===== config.mk =====
export PLATFORM = sky130hd
export DESIGN_NAME = firebird7_in_gate1_tessent_data_mux_ctrl
export DESIGN_NICKNAME = d
export VERILOG_FILES = /design/src/rtl/firebird7_in_gate1_tessent_data_mux_ctrl.sv
export SDC_FILE = /design/constraint.sdc
export NUM_CORES = 1
export LEC_CHECK = 0
export CORE_UTILIZATION = 51
export DETAILED_ROUTE_END_ITERATION = 16
export PLACE_DENSITY = 0.88
export REMOVE_ABC_BUFFERS = 1
export SLEW_MARGIN = 40
export SYNTH_ARGS = -nofsm -noshare
export SYNTH_HDL_FRONTEND = slang
export SYNTH_SLANG_ARGS = --single-unit

===== constraint.sdc =====
create_clock -name ijtag_tck -period 1.5 [get_ports ijtag_tck]
set_input_delay 0.3 -clock ijtag_tck [delete_from_list [all_inputs] [get_ports ijtag_tck]]
set_output_delay 0.3 -clock ijtag_tck [all_outputs]
set_load 0.005 [all_outputs]

===== src/rtl/firebird7_in_gate1_tessent_data_mux_ctrl.sv =====
// IJTAG TDR controller for the gate1 data mux: capture/shift/update of an override word,
// with an optional self-releasing pulse mode that holds the mux in override for N TCK cycles.
module firebird7_in_gate1_tessent_data_mux_ctrl #(
  parameter int unsigned W     = 3,
  parameter int unsigned CNT_W = 4
) (
  input  logic         ijtag_tck,
  input  logic         ijtag_reset,
  input  logic         ijtag_sel,
  input  logic         ijtag_ce,
  input  logic         ijtag_se,
  input  logic         ijtag_ue,
  input  logic         ijtag_si,
  output logic         ijtag_so,
  input  logic [W-1:0] functional_data_in,
  output logic         ijtag_select,
  output logic [W-1:0] ijtag_data_out,
  output logic         pulse_active
);

  localparam int unsigned L = W + CNT_W + 2;

  typedef enum logic [1:0] {StIdle, StStatic, StPulse} state_e;

  state_e             state_q, state_d;
  logic [L-1:0]       shift_q, shift_d;
  logic               select_q, select_d;
  logic [W-1:0]       data_q, data_d;
  logic [CNT_W-1:0]   cnt_q, cnt_d;
  logic               active_q, active_d;

  logic               do_cap, do_shift, do_upd;
  logic               req_sel, req_pulse;
  logic [W-1:0]       req_data;
  logic [CNT_W-1:0]   req_len;

  assign do_cap   = ijtag_sel & ijtag_ce;
  assign do_shift = ijtag_sel & ijtag_se & ~ijtag_ce;
  assign do_upd   = ijtag_sel & ijtag_ue & ~ijtag_ce & ~ijtag_se;

  assign req_sel   = shift_q[0];
  assign req_pulse = shift_q[1];
  assign req_data  = shift_q[W+1:2];
  assign req_len   = shift_q[L-1:W+2];

  always_comb begin
    state_d  = state_q;
    shift_d  = shift_q;
    select_d = select_q;
    data_d   = data_q;
    cnt_d    = cnt_q;
    active_d = active_q;

    if (do_cap) begin
      shift_d = {cnt_q, functional_data_in, active_q, select_q};
    end else if (do_shift) begin
      shift_d = {ijtag_si, shift_q[L-1:1]};
    end

    // An update always wins over the running countdown.
    if (do_upd) begin
      data_d = req_data;
      if (!req_pulse) begin
        select_d = req_sel;
        cnt_d    = '0;
        active_d = 1'b0;
        state_d  = req_sel ? StStatic : StIdle;
      end else if (req_len != '0) begin
        select_d = 1'b1;
        cnt_d    = req_len;
        active_d = 1'b1;
        state_d  = StPulse;
      end else begin
        select_d = 1'b0;
        cnt_d    = '0;
        active_d = 1'b0;
        state_d  = StIdle;
      end
    end else if (state_q == StPulse) begin
      if (cnt_q == CNT_W'(1)) begin
        select_d = 1'b0;
        cnt_d    = '0;
        active_d = 1'b0;
        state_d  = StIdle;
      end else begin
        cnt_d = cnt_q - CNT_W'(1);
      end
    end
  end

  always_ff @(posedge ijtag_tck or posedge ijtag_reset) begin
    if (ijtag_reset) begin
      state_q  <= StIdle;
      shift_q  <= '0;
      select_q <= 1'b0;
      data_q   <= '0;
      cnt_q    <= '0;
      active_q <= 1'b0;
    end else begin
      state_q  <= state_d;
      shift_q  <= shift_d;
      select_q <= select_d;
      data_q   <= data_d;
      cnt_q    <= cnt_d;
      active_q <= active_d;
    end
  end

  assign ijtag_so       = shift_q[0];
  assign ijtag_select   = select_q;
  assign ijtag_data_out = data_q;
  assign pulse_active   = active_q;

endmodule

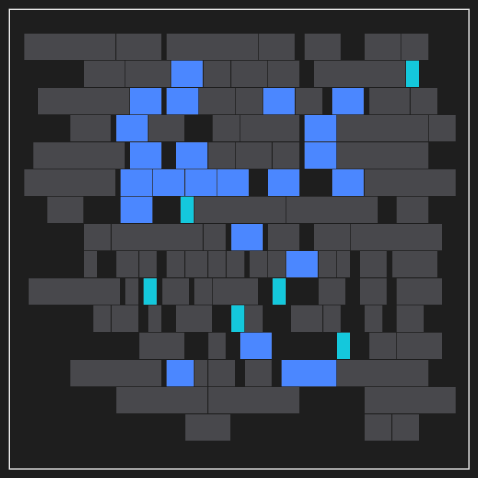
gates.png
(10 px per um)
colour	family	cells
cyan	inv cells	6
blue	non-inverting ao/oa cells	22

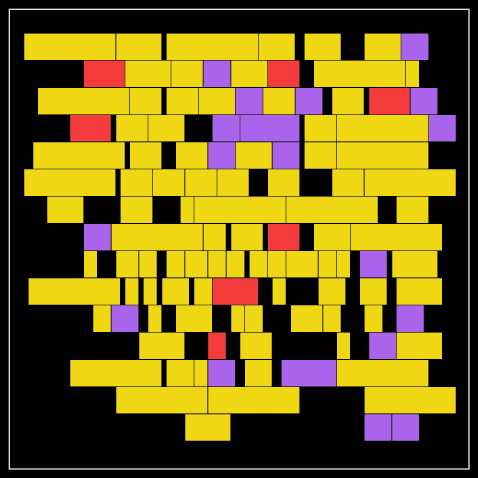
sizing.png
(10 px per um)
colour	size	cells	most used
purple	x3 and x4	19	buf_4
red	x2	7	mux2_2
yellow	x1 and smaller	89	a22o_1

==> results.txt <==
impl run done, here's what came out: Slew headroom=75.15%, total negative setup slack=0 ns, H-tree depth=1, Worst Setup SP=ijtag_ce, GR Overflow Total=0, Post-synth regs=19, Worst Path Class, Setup=in -> reg, final wirelength=roughly 2.2 mm, sw frac=35.26%, fin crit share=a little over nine tenths, r2r setup slk=around 0.14 ns, Slew Limit Fails=0, Post-DP Area=roughly 0.0012 mm^2, Netlist cell types=26, gr usage total=approximately 22%, Pwr Total=~2 mW, Top cells by area=dfrtp_1 49%, a22o_1 18%, mux2_2 3.4%, layout overhead on the synthesized area=29.88%, outcome=completed, crit-path leading delay family=buffers and inverters, minimum clock period=between 1 and 1.5 ns, num rows=15, RSZ-0062 raised after global routing=no, IO Count=16, number of global-route vias before repair=~700, dpl hpwl=roughly 1.5 mm, routed via count=around 840, clock skew=0.001679 ns, Post-DRT Antenna Nets=0, Initial DRC Count=20, Final Setup Violations=0, Top Layout Cells=20 x a22o_1, 19 x dfrtp_1, 14 x buf_4, Flop pwr share=44.4%, non-filler cells in the finished layout=around 140, Leak=roughly 0.63 nW
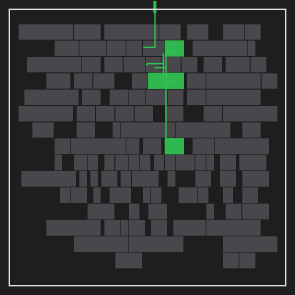
port_trees.png
(6 px per um)
colour	port	bits	direction	edge	end cells	buffers	wire
green	ijtag_se	1	input	top	3	2	39.8 um

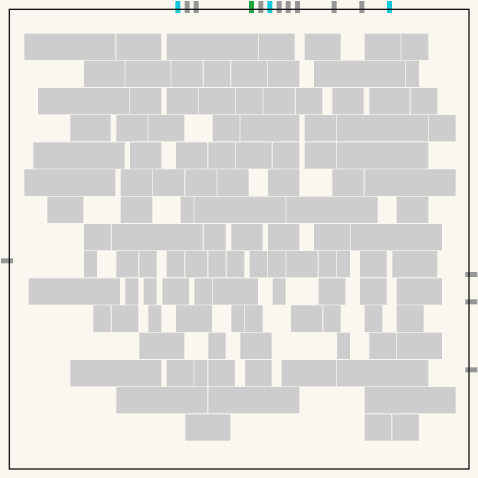
pinout.png
(10 px per um) Pins as bars across the die edge, other pins in grey.
colour	port	pins	direction	edge
green	ijtag_se	1	input	top
cyan	ijtag_data_out	3	output	top
chip height: 45.83 um
IO Port Bufs: 15
die width: 45.83 um

## cell type report
| class | instances | area [um^2] |
|---|---|---|
| Tap cell | 25 | 31.28 |
| Clock buffer | 3 | 22.52 |
| Sequential cell | 19 | 475.5 |
| Timing Repair Buffer | 29 | 266.5 |
| Fill cell | 139 | 491.7 |
| Inverter | 6 | 22.52 |
| Multi-Input combinational cell | 57 | 449.2 |
| Clock inverter | 1 | 5.005 |
## state kept, by name (all words and copies together), names as in the netlist
register        flops
shift_q             9
state_q             2
ijtag_data_out      3
cnt_q               4
ijtag_select        1
## layer usage
metal  wire length (um)  share of wire (%)  vias up  GRT usage (%)
met5                  0                  0        -              0
met4                 18               0.82        0          8.824
met3                123                5.6        2          3.571
met2               1086                 50       36          35.43
met1                961                 44      411          30.27
li1                   -                  -      392              -
## cells in the mapped netlist (all sizes together)
| master | number |
|---|---|
| a22o | 20 |
| nor2b | 1 |
| clkbuf | 4 |
| dfrtp | 19 |
| nor4 | 1 |
| nor3b | 1 |
| buf | 2 |
| o21a | 1 |
| o21ai | 6 |
| and4bb | 1 |
| o211ai | 2 |
| a31oi | 2 |
| nand3b | 2 |
| mux2 | 3 |
| inv | 6 |
| mux2i | 1 |
| nor3 | 2 |
| nand3 | 2 |
| ha | 2 |
| o41ai | 1 |
| a21o | 1 |
| nor2 | 5 |
| a21oi | 3 |
## power by group through the flow
stage / Combinational (mW) / Sequential [mW] / Clock, mW
4_1_cts: 0.796 / 0.871 / 0.275
3_3_place_gp: 0.682 / 0.901 / 0
3_5_place_dp: 0.714 / 0.907 / 0
5_1_grt: 0.920 / 0.910 / 0.299
6_report: 0.840 / 0.883 / 0.265
2_1_floorplan: 0.449 / 0.854 / 0
## what timing repair did
action,in CTS,in global routing
gates resized,1,8
buffers inserted,3,3
endpoints found under the setup margin,4,19
Power is estimated from default activity; no workload was simulated.
